**Run 1: layout detail**

Window x 64 to 89, y 14 to 39 um. Cells in gray, sequential cells in the stronger gray; small squares are vias.
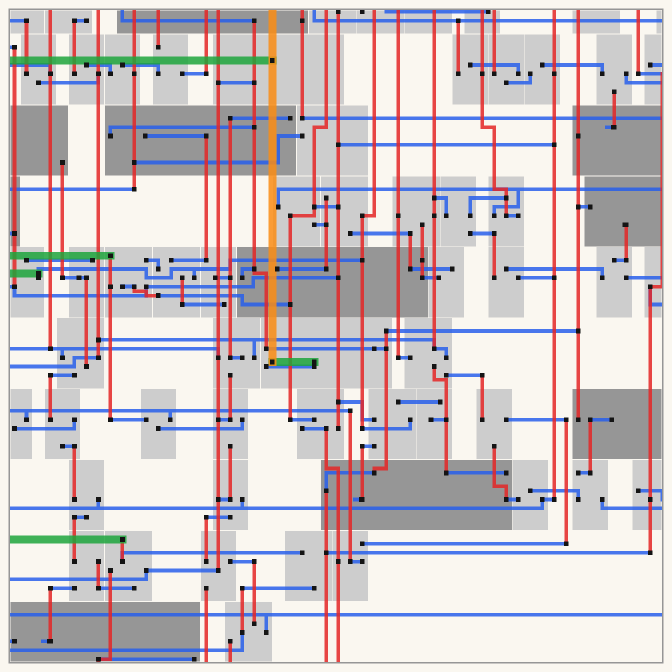
**Run 1: track usage over the die**

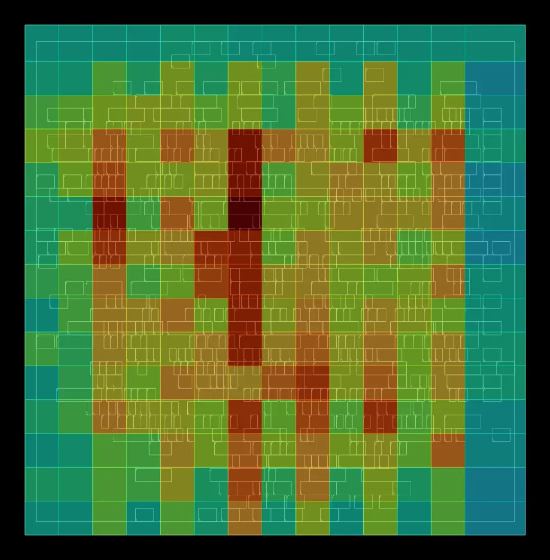
**Run 1: signal wires by layer**

Only two layers are drawn.
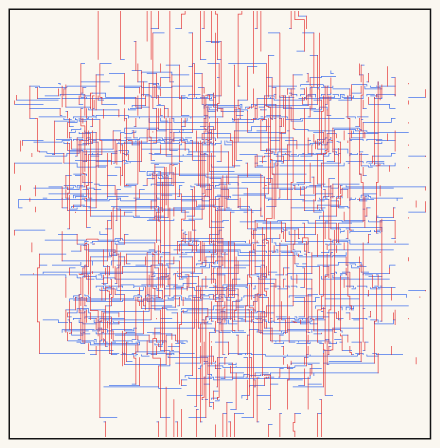
**Run 1: power grid**

Bar = 20 um. Pins as bars on the die edge. Tap cells in gray.
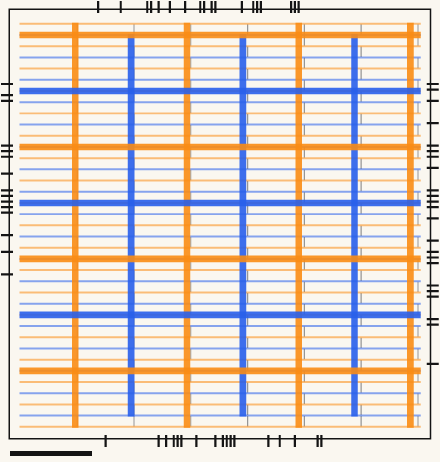
### src/rtl/master_bridge_fifo_reader.sv
// Read-domain consumer of the master bridge async FIFO: pops words into a
// 2-entry skid buffer and frames them into header/data packets on a valid/ready stream.
module master_bridge_fifo_reader #(
  parameter int DATA_WIDTH = 32,
  parameter int LEN_WIDTH  = 8,
  parameter int LEN_LSB    = 0
) (
  input  logic                  i_clk,
  input  logic                  i_rst,
  input  logic                  i_fifo_empty,
  input  logic [DATA_WIDTH-1:0] i_fifo_data,
  output logic                  o_fifo_inc,
  output logic                  o_valid,
  input  logic                  i_ready,
  output logic [DATA_WIDTH-1:0] o_data,
  output logic                  o_first,
  output logic                  o_last,
  output logic                  o_in_pkt
);

  typedef enum logic {ST_HDR, ST_DATA} state_t;

  state_t                r_state;
  state_t                w_stateNext;
  logic [LEN_WIDTH-1:0]  r_rem;
  logic [LEN_WIDTH-1:0]  w_remNext;
  logic [LEN_WIDTH-1:0]  w_len;
  logic                  w_pushFirst;
  logic                  w_pushLast;

  logic [1:0]            r_count;
  logic [DATA_WIDTH-1:0] r_data0;
  logic [DATA_WIDTH-1:0] r_data1;
  logic                  r_first0;
  logic                  r_first1;
  logic                  r_last0;
  logic                  r_last1;

  logic                  w_push;
  logic                  w_accept;

  // Popping depends only on buffer occupancy, never on i_ready, so the FIFO
  // handshake has no combinational path from the downstream consumer.
  assign w_push   = !i_rst && !i_fifo_empty && (r_count != 2'd2);
  assign w_accept = o_valid && i_ready;

  assign o_fifo_inc = w_push;
  assign o_valid    = (r_count != 2'd0);
  assign o_data     = r_data0;
  assign o_first    = r_first0 && o_valid;
  assign o_last     = r_last0 && o_valid;
  assign o_in_pkt   = (r_state == ST_DATA);

  assign w_len = i_fifo_data[LEN_LSB +: LEN_WIDTH];

  always_ff @(posedge i_clk) begin
    if (i_rst) begin
      r_state <= ST_HDR;
      r_rem   <= '0;
    end else begin
      r_state <= w_stateNext;
      r_rem   <= w_remNext;
    end
  end

  always_comb begin
    w_stateNext = r_state;
    w_remNext   = r_rem;
    w_pushFirst = 1'b0;
    w_pushLast  = 1'b0;
    case (r_state)
      ST_HDR: begin
        w_pushFirst = 1'b1;
        w_pushLast  = (w_len == '0);
        if (w_push && (w_len != '0)) begin
          w_remNext   = w_len;
          w_stateNext = ST_DATA;
        end
      end
      ST_DATA: begin
        w_pushLast = (r_rem == LEN_WIDTH'(1));
        if (w_push) begin
          w_remNext = r_rem - LEN_WIDTH'(1);
          if (r_rem == LEN_WIDTH'(1)) w_stateNext = ST_HDR;
        end
      end
      default: w_stateNext = ST_HDR;
    endcase
  end

  // Entry 0 is the head; entry 1 is the skid slot that shifts forward on accept.
  always_ff @(posedge i_clk) begin
    if (i_rst) begin
      r_count  <= 2'd0;
      r_data0  <= '0;
      r_data1  <= '0;
      r_first0 <= 1'b0;
      r_first1 <= 1'b0;
      r_last0  <= 1'b0;
      r_last1  <= 1'b0;
    end else begin
      case ({w_push, w_accept})
        2'b10: begin
          if (r_count == 2'd0) begin
            r_data0  <= i_fifo_data;
            r_first0 <= w_pushFirst;
            r_last0  <= w_pushLast;
          end else begin
            r_data1  <= i_fifo_data;
            r_first1 <= w_pushFirst;
            r_last1  <= w_pushLast;
          end
          r_count <= r_count + 2'd1;
        end
        2'b01: begin
          r_data0  <= r_data1;
          r_first0 <= r_first1;
          r_last0  <= r_last1;
          r_count  <= r_count - 2'd1;
        end
        2'b11: begin
          if (r_count == 2'd1) begin
            r_data0  <= i_fifo_data;
            r_first0 <= w_pushFirst;
            r_last0  <= w_pushLast;
          end else begin
            r_data0  <= r_data1;
            r_first0 <= r_first1;
            r_last0  <= r_last1;
            r_data1  <= i_fifo_data;
            r_first1 <= w_pushFirst;
            r_last1  <= w_pushLast;
          end
        end
        default: ;
      endcase
    end
  end

endmodule
### config.mk
export PLATFORM = sky130hd
export DESIGN_NAME = master_bridge_fifo_reader
export DESIGN_NICKNAME = d
export VERILOG_FILES = /design/src/rtl/master_bridge_fifo_reader.sv
export SDC_FILE = /design/constraint.sdc
export NUM_CORES = 1
export LEC_CHECK = 0
export ABC_AREA = 1
export CORE_AREA = 2 2 100 102
export DETAILED_ROUTE_END_ITERATION = 12
export DIE_AREA = 0 0 102 104
export GPL_TIMING_DRIVEN = 0
export PLACE_DENSITY = 0.73
export SYNTH_ARGS = -nofsm -noshare
export SYNTH_HDL_FRONTEND = slang
export SYNTH_SLANG_ARGS = --single-unit
### constraint.sdc
create_clock -name i_clk -period 2.88 [get_ports i_clk]
set_input_delay 0.576 -clock i_clk [delete_from_list [all_inputs] [get_ports i_clk]]
set_output_delay 0.576 -clock i_clk [all_outputs]
set_load 0.03 [all_outputs]
==> impl_metrics.tcl, run 1 <==
# implementation run metrics
set metrics [dict create \
    status "finished clean" \
    fp_util 0.390 \
    worst-path-buf-inv 4 \
    avgSynthCellArea_um2 6.91 \
    lay_top_count "nor2_1" \
    netSwitchingPower_mw 1.84 \
    whs_ns 0.448 \
    cts_resized 0 \
    cts_tree "yes" \
    total_power_mw 4.38 \
    drt-met1-wl_um 4310 \
    flop-count 79 \
    clk_pin_slew_ns 0.08 \
    largestPowerGroup "combinational logic" \
    synth-simple-area-share 0.252 \
    comb_cell_power_mw 2.04 \
    crit_chain "clkdlybuf4s50_1 -> inv_2 -> nand2_2 -> inv_2 -> clkdlybuf4s50_1" \
    worstHoldStart "r_data1[0]$_SDFFE_PP0P_" \
    wl_met2_um 4490 \
    mostFrequentLayoutCells "86 x nor2_1, 84 x nand2_1, 80 x o21ai_0, 79 x dfxtp_1, 72 x clkdlybuf4s50_1" \
    share_comb_of_total_power 0.467 \
    ys_seq_share 0.424 \
    hpwl_um 7080 \
    wl_um 9650 \
    dp.cells 744 \
    drtPass1Iterations 5 \
    cpMaxStageDelayCell "clkdlybuf4s50_1" \
    critPathMaxFanout 7 \
    die_h_um 104 \
    yosys.area.top_type "dfxtp_1" \
    nets 666 \
    slew_headroom 0.685 \
    vias_per_cell 4.77 \
    period_needed_ns 2.75 \
    insertedDiodeCount 0 \
    pg_seq_mw 1.56 \
    core_region_area_um2 9550 \
    worst_slack_ns 0.134 \
    finalSetupViolCount 0 \
    ant_nets 0 \
    nNonClkInverters 62 \
    die-area_um2 10600 \
    layout.cells.non_filler 760 \
    ys_warn_count 0 \
    routed.top_layer "met4" \
    aoi_share 0.186 \
    worstHoldEndpoint "r_data1[0]$_SDFFE_PP0P_" \
    drive_gt1_frac 0.0845 \
    portBuffers 72 \
    hold_depth 2 \
    comb_area_frac 0.362 \
    yosys-stat-area_um2 3730 \
    synth.logic.top_family "simple AND/OR/NAND/NOR gates" \
    grt_start_max_net_pins 14 \
    startpoint "i_rst" \
    synth-edff-count 0 \
    tightest_slew_ns 0.473 \
    max_freq_ghz 0.364 \
    grt-busiest-layer "met2" \
    holdCritPathClass "reg2reg" \
    fillers 964 \
]
-- 'layout detail' (at the start) --
[metal 3] green
[metal 1] blue
[metal 4] orange
[metal 2] red
cells with their middle in the window: 50
most frequent: nand2_1 (12), nor2_1 (12), o21ai_0 (6)
netlist names of flops here include: r_data1 (3), o_data (1)
sequential cells in the window: 4

-- 'track usage over the die' (at the start) --
WL/cell: 12.7 um
met3 Use GR: 0.0470
routing usage on met1: 0.256
Total GRT Usage: 0.194

-- 'signal wires by layer' (at the start) --
[metal 2] red | wire length: 4,490 um
[metal 1] blue | wire length: 4,310 um

-- 'power grid' (at the start) --
[VDD] blue
[VSS] orange
rows: 36
met5 straps: 7

==> run 2, diff against run 1 <==
- CTS_CLUSTER_DIAMETER: unset -> 30
- CTS_CLUSTER_SIZE: unset -> 28
**Run 2: M4 wires**

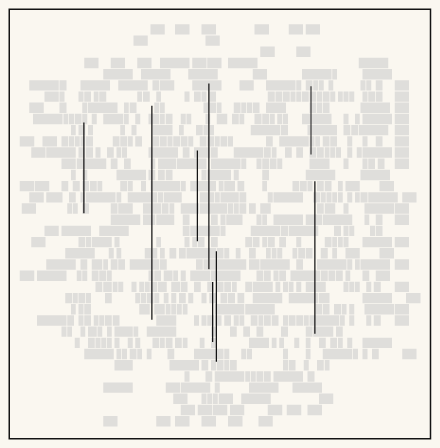
wire length on this layer: 234 um
main direction: vertical
nets with wire on the layer: 6

**Run 2: layout detail**

Window x 64 to 89, y 14 to 39 um. Cells in gray, sequential cells in the stronger gray; small squares are vias.
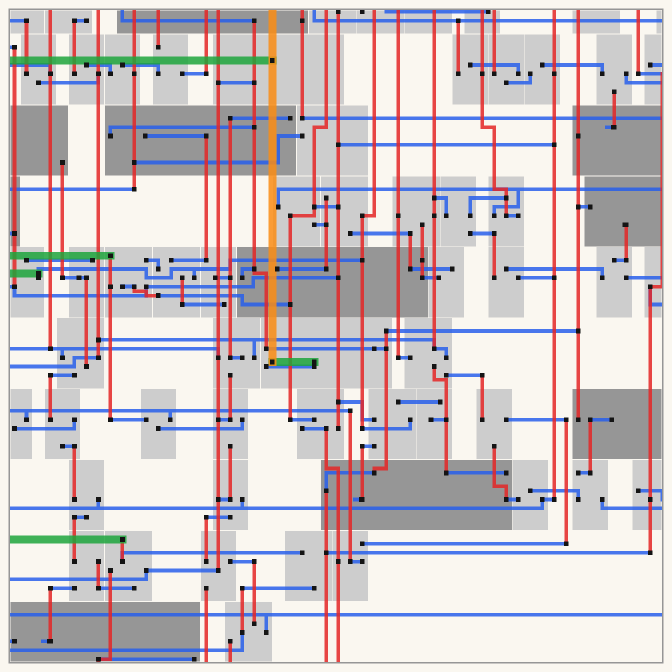
[metal 1] blue
[metal 2] red
[metal 3] green
[metal 4] orange
cells with their middle in the window: 50
netlist names of flops here include: r_data1 (3), o_data (1)
sequential cells in the window: 4
most frequent: nand2_1 (12), nor2_1 (12), o21ai_0 (6)

==> run 2 against run 1 <==
Compared with the run above: sequential share of layout area unchanged; wire length unchanged; total power unchanged; clock skew unchanged; hold slack unchanged; register-to-register slack about the same; critical path type unchanged; critical endpoint unchanged; largest cell class unchanged; highest routed layer unchanged.
==> impl_metrics.tcl, run 2 <==
# implementation run metrics
set metrics [dict create \
    status "finished clean" \
    layout.cells.non_filler 760 \
    htreeDepth 3 \
    routed.top_layer "met4" \
    aoi_share 0.186 \
    r2r_cells 12 \
    power.share.sequential 0.356 \
    use_met3 0.0470 \
    hold_depth 2 \
    gr-usage-met2 0.310 \
    slew_headroom 0.685 \
    worstHoldEndpoint "r_data1[0]$_SDFFE_PP0P_" \
    antenna_found_initial 0 \
    hpwl_um 7080 \
    critPathMaxFanout 7 \
    startpoint "i_rst" \
    yosys-stat-area_um2 3730 \
    grt_pass1_vias 3451 \
    largestPowerGroup "combinational logic" \
    finalWeightedCongestion 0.819 \
    warning_count 31 \
    nWellTaps 133 \
    cts_setup_buffers 0 \
    ff_type "dfxtp_1" \
    comb_cells 366 \
    drive_gt1_frac 0.0845 \
    seq_share 0.330 \
    synth.logic.top_family "simple AND/OR/NAND/NOR gates" \
    pg_clk_mw 0.777 \
    pg_seq_mw 1.56 \
    drt-met1-wl_um 4310 \
    critical-path-top-delay-family "buffers and inverters" \
    worst_slack_ns 0.134 \
    share_comb_of_total_power 0.467 \
    cp-end-kind "output pin" \
    cpPeakStageDelay_ns 0.70 \
    cts_resized 0 \
    tightest_slew_ns 0.473 \
    drtPass1Iterations 5 \
    synth.area.top_cells "dfxtp_1 42%, o21ai_0 11%, nor2_1 8.7%, nand2_1 8.5%, nand3_1 6.4%" \
    ant_nets 0 \
    drc 0 \
    whs_ns 0.448 \
    grt-busiest-layer "met2" \
    finalClockPeriodUsage 0.953 \
    maxSlewViolCount 0 \
    r2r_end "r_data1[25]$_SDFFE_PP0P_" \
    buffer_area_frac 0.186 \
    lay_top_count "nor2_1" \
    grt_use_total 0.194 \
    ys_sh_adder 0.0269 \
    power_density_nw_per_um2 913 \
    holdCritPathClass "reg2reg" \
    crit_chain "clkdlybuf4s50_1 -> inv_2 -> nand2_2 -> inv_2 -> clkdlybuf4s50_1" \
    mi_logic_area_um2 1740 \
    die_x_um 102 \
    vias_per_cell 4.77 \
    required_ns 2.30 \
    portBuffers 72 \
    worst-path-buf-inv 4 \
    fin_setup_tns_ns 0 \
    final_util 0.502 \
    grt_start_max_net_pins 14 \
    post_drt_wl_per_cell_um 12.7 \
    grt-ovfl-total 0 \
    vdd_ir_drop_max_v 0.000333 \
    worstHoldStart "r_data1[0]$_SDFFE_PP0P_" \
    comb_cell_power_mw 2.04 \
    avgSynthCellArea_um2 6.91 \
    ys_ff 79 \
    p_clk_frac 0.177 \
    wl_um 9650 \
    largest_class "logic gates" \
    arrival_ns 2.17 \
    drv_cap 0 \
    wl_met3_um 615 \
    clock-sinks 79 \
    synth-simple-area-share 0.252 \
    grt_setup_unrepaired "no" \
    r2r_setup_slack_ns 0.25 \
    synth-edff-count 0 \
    switching_share 0.421 \
    regArea_um2 1580 \
    dp.cells 744 \
    ys_seq_share 0.424 \
    flop-count 79 \
    path_depth 5 \
    die-area_um2 10600 \
    cts_tree "yes" \
    met1_usage 0.256 \
    core_region_area_um2 9550 \
    ys_warn_count 0 \
    syn_to_final_growth_pct 28.7 \
    clock_skew_ns 0.00701 \
    finalSetupViolCount 0 \
    cpMaxStageDelayCell "clkdlybuf4s50_1" \
    period_needed_ns 2.75 \
    max_freq_ghz 0.364 \
    netSwitchingPower_mw 1.84 \
    die_h_um 104 \
    signal_buffers 104 \
    wl_met2_um 4490 \
    mostFrequentLayoutCells "86 x nor2_1, 84 x nand2_1, 80 x o21ai_0, 79 x dfxtp_1, 72 x clkdlybuf4s50_1" \
    first_iter_violations 190 \
    p_leak_nw 2.00 \
    fillers 964 \
    clk_pin_slew_ns 0.08 \
    cp-endpoint "o_fifo_inc" \
    design_area_um2 4800 \
    yosys.area.top_type "dfxtp_1" \
    nets 666 \
    nNonClkInverters 62 \
    synth_nets 583 \
    synth_cell_types 27 \
    comb_area_frac 0.362 \
    rows 36 \
    rr_startpoint "r_count[0]$_SDFFE_PP0P_" \
    nClkBuffers 11 \
    insertedDiodeCount 0 \
    total_power_mw 4.38 \
    fp_util 0.390 \
    root_buffer "clkbuf_8" \
]
==> run 3, diff against run 2 <==
--- a/config.mk
+++ b/config.mk
@@ -6,10 +6,10 @@
 export NUM_CORES = 1
 export LEC_CHECK = 0
-export ABC_AREA = 1
-export CORE_AREA = 2 2 100 102
+export CAP_MARGIN = 5
+export CORE_AREA = 2 2 97 99
 export CTS_CLUSTER_DIAMETER = 30
 export CTS_CLUSTER_SIZE = 28
 export DETAILED_ROUTE_END_ITERATION = 12
-export DIE_AREA = 0 0 102 104
+export DIE_AREA = 0 0 99 101
 export GPL_TIMING_DRIVEN = 0
 export PLACE_DENSITY = 0.73
==> constraint.sdc (replaced) <==
create_clock -name i_clk -period 2.88 [get_ports i_clk]
set_input_delay 0.288 -clock i_clk [delete_from_list [all_inputs] [get_ports i_clk]]
set_output_delay 0.288 -clock i_clk [all_outputs]
set_load 0.03 [all_outputs]
**Run 3: signal wires by layer**

Only two layers are drawn.
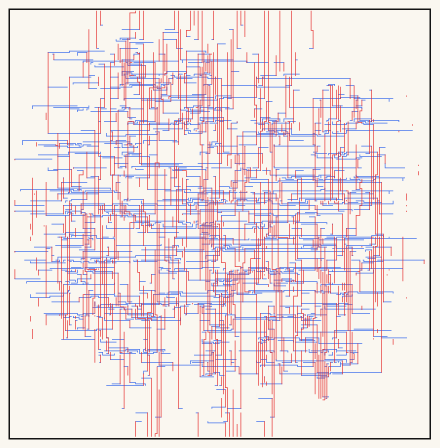
[metal 2] red | wire length: 4,470 um
[metal 1] blue | wire length: 3,960 um

**Run 3: power grid**

Bar = 20 um. Pins as bars on the die edge. Tap cells in gray.
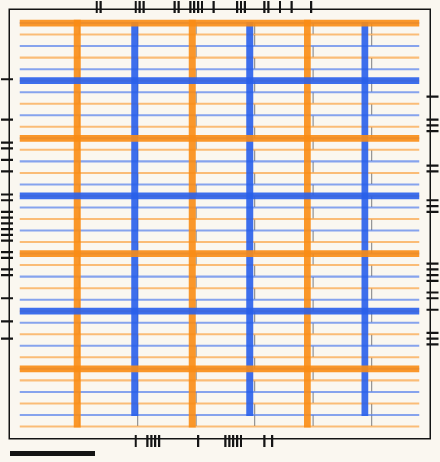
[VSS] orange
[VDD] blue
met4 straps: 6
rows: 35
tap cells: 111
met5 straps: 7

==> run 3 against run 2 <==
Compared with the run above: total power is 9.1% higher; area after synthesis is 7.1% lower; via count is 11% lower; clock skew is 0.0026 ns lower; die size is 5.7% lower; critical path depth is 6 higher; first-iteration DRC count is 5.8% lower; synthesized cell count is 25% lower; clock power is 11% higher; setup slack better by 0.10 ns; utilization is 0.22 points higher; cell count is 21% lower; largest cell class unchanged.
==> impl_metrics.tcl, run 3 <==
# implementation run metrics
set metrics [dict create \
    synth.logic.top_family "simple AND/OR/NAND/NOR gates" \
    drv_cap 0 \
    clk_pin_slew_ns 0.07 \
    yosys-stat-area_um2 3460 \
    gr-usage-met2 0.305 \
    worst-path-buf-inv 4 \
    nWellTaps 111 \
    clock-sinks 79 \
    crit_type "reg2reg" \
    cp-end-kind "flip-flop" \
    drt-met1-wl_um 3960 \
    grt_pass1_vias 3117 \
    largest_class "logic gates" \
    nets 528 \
    root_buffer "clkbuf_8" \
    crit_chain "inv_1 -> ha_1 -> nor2_4 -> nand2_1 -> inv_2 -> ha_1 -> o211a_1 -> clkbuf_1 -> clkbuf_1 -> nand2_1 -> a21oi_1" \
    grt-busiest-layer "met2" \
    vdd_ir_drop_max_v 0.000508 \
    yosys.area.top_type "dfxtp_1" \
    layout.cells.non_filler 598 \
    p_leak_nw 1.65 \
    hpwl_um 6590 \
    netSwitchingPower_mw 1.92 \
    finalClockPeriodUsage 0.919 \
    dp.cells 585 \
    hold_depth 2 \
    use_met3 0.0513 \
    largestPowerGroup "combinational logic" \
    grt-ovfl-total 0 \
    share_comb_of_total_power 0.487 \
    nClkBuffers 10 \
    comb_area_frac 0.377 \
    finalSetupViolCount 0 \
    cpPeakStageDelay_ns 0.43 \
    synth_cell_types 44 \
    xor_share 0.00506 \
    drc 0 \
    seq_share 0.349 \
    drtPass1Iterations 5 \
    period_needed_ns 2.65 \
    ys_ff 79 \
    drive_gt1_frac 0.0719 \
    met1_usage 0.238 \
    syn_to_final_growth_pct 30.8 \
    mi_logic_area_um2 1710 \
    grt_use_total 0.187 \
    netlist_area_um2 3460 \
    portBuffers 72 \
    fin_setup_tns_ns 0 \
    ys_cells 402 \
    clock_skew_ns 0.00444 \
    cts_tree "yes" \
    cpMaxStageDelayCell "clkbuf_1" \
    startpoint "r_count[0]$_SDFFE_PP0P_" \
    cts_setup_buffers 0 \
    grt_start_max_net_pins 13 \
    ant_nets 0 \
    synthMuxAreaShare 0.00614 \
    regArea_um2 1580 \
    nNonClkInverters 9 \
    antenna_found_initial 0 \
    wl_met2_um 4470 \
    htreeDepth 3 \
    synth-edff-count 0 \
    vias 3238 \
    fp_util 0.386 \
    fillers 826 \
    buffer_area_frac 0.192 \
    grt_pass1_wl_um 15100 \
    top_cells_by_count "79 x dfxtp_1, 76 x nand2_1, 37 x nor2b_1, 37 x nor3_1, 35 x a21oi_1" \
    pg_clk_mw 0.859 \
    core_region_area_um2 8980 \
    synth_nets 446 \
    aoi_share 0.201 \
    r2r_setup_slack_ns 0.23 \
    p_clk_frac 0.180 \
    power.share.sequential 0.333 \
    worstHoldStart "r_data1[14]$_SDFFE_PP0P_" \
    wl_um 9210 \
    routed.top_layer "met4" \
    worstHoldEndpoint "r_data1[14]$_SDFFE_PP0P_" \
    r2r_end "r_data1[28]$_SDFFE_PP0P_" \
    synth.area.top_cells "dfxtp_1 46%, a221oi_1 8.3%, nand2_1 8.2%, nor2b_1 6.7%, nor3_1 5.3%" \
    die_x_um 99 \
    r2r_cells 11 \
    cellInternalPower_mw 2.85 \
    die-area_um2 10000 \
    vias_per_cell 5.41 \
    whs_ns 0.459 \
    holdCritPathClass "reg2reg" \
    status "finished clean" \
    design_area_um2 4530 \
    ys_seq_share 0.457 \
    synth-simple-area-share 0.250 \
    ys_warn_count 0 \
    ios 73 \
    synth_top_area_share 0.457 \
    insertedDiodeCount 0 \
    slew_headroom 0.625 \
    comb_cell_power_mw 2.32 \
    die_h_um 101 \
    total_power_mw 4.78 \
    tightest_slew_ns 0.562 \
    switching_share 0.402 \
    power_density_nw_per_um2 1050 \
    clock_path_buffers 2 \
    rows 35 \
    critical-path-top-delay-family "buffers and inverters" \
    max_freq_ghz 0.378 \
    post_drt_wl_per_cell_um 15.4 \
    cts_made_buffers 9 \
    first_iter_violations 179 \
    rr_startpoint "r_count[0]$_SDFFE_PP0P_" \
    netlist_instances 402 \
    arrival_ns 2.92 \
    critPathMaxFanout 10 \
    cts_resized 0 \
    flop-count 79 \
    finalWeightedCongestion 0.854 \
    required_ns 3.15 \
    path_depth 11 \
    grt_setup_unrepaired "no" \
    avgSynthCellArea_um2 8.61 \
    mostFrequentLayoutCells "79 x dfxtp_1, 76 x nand2_1, 72 x clkdlybuf4s50_1, 37 x nor2b_1, 37 x nor3_1" \
    clockNetworkAreaShare 0.0442 \
    lay_top_count "dfxtp_1" \
    postCtsHoldBufs 0 \
    cp-endpoint "r_data1[28]$_SDFFE_PP0P_" \
    final_util 0.505 \
    worst_slack_ns 0.235 \
    wl_met3_um 655 \
    maxSlewViolCount 0 \
    ff_type "dfxtp_1" \
    ys_sh_adder 0.0289 \
    comb_cells 283 \
    warning_count 31 \
    signal_buffers 102 \
    pg_seq_mw 1.59 \
]
No activity file was given, so power comes from the tool's default toggle rates.
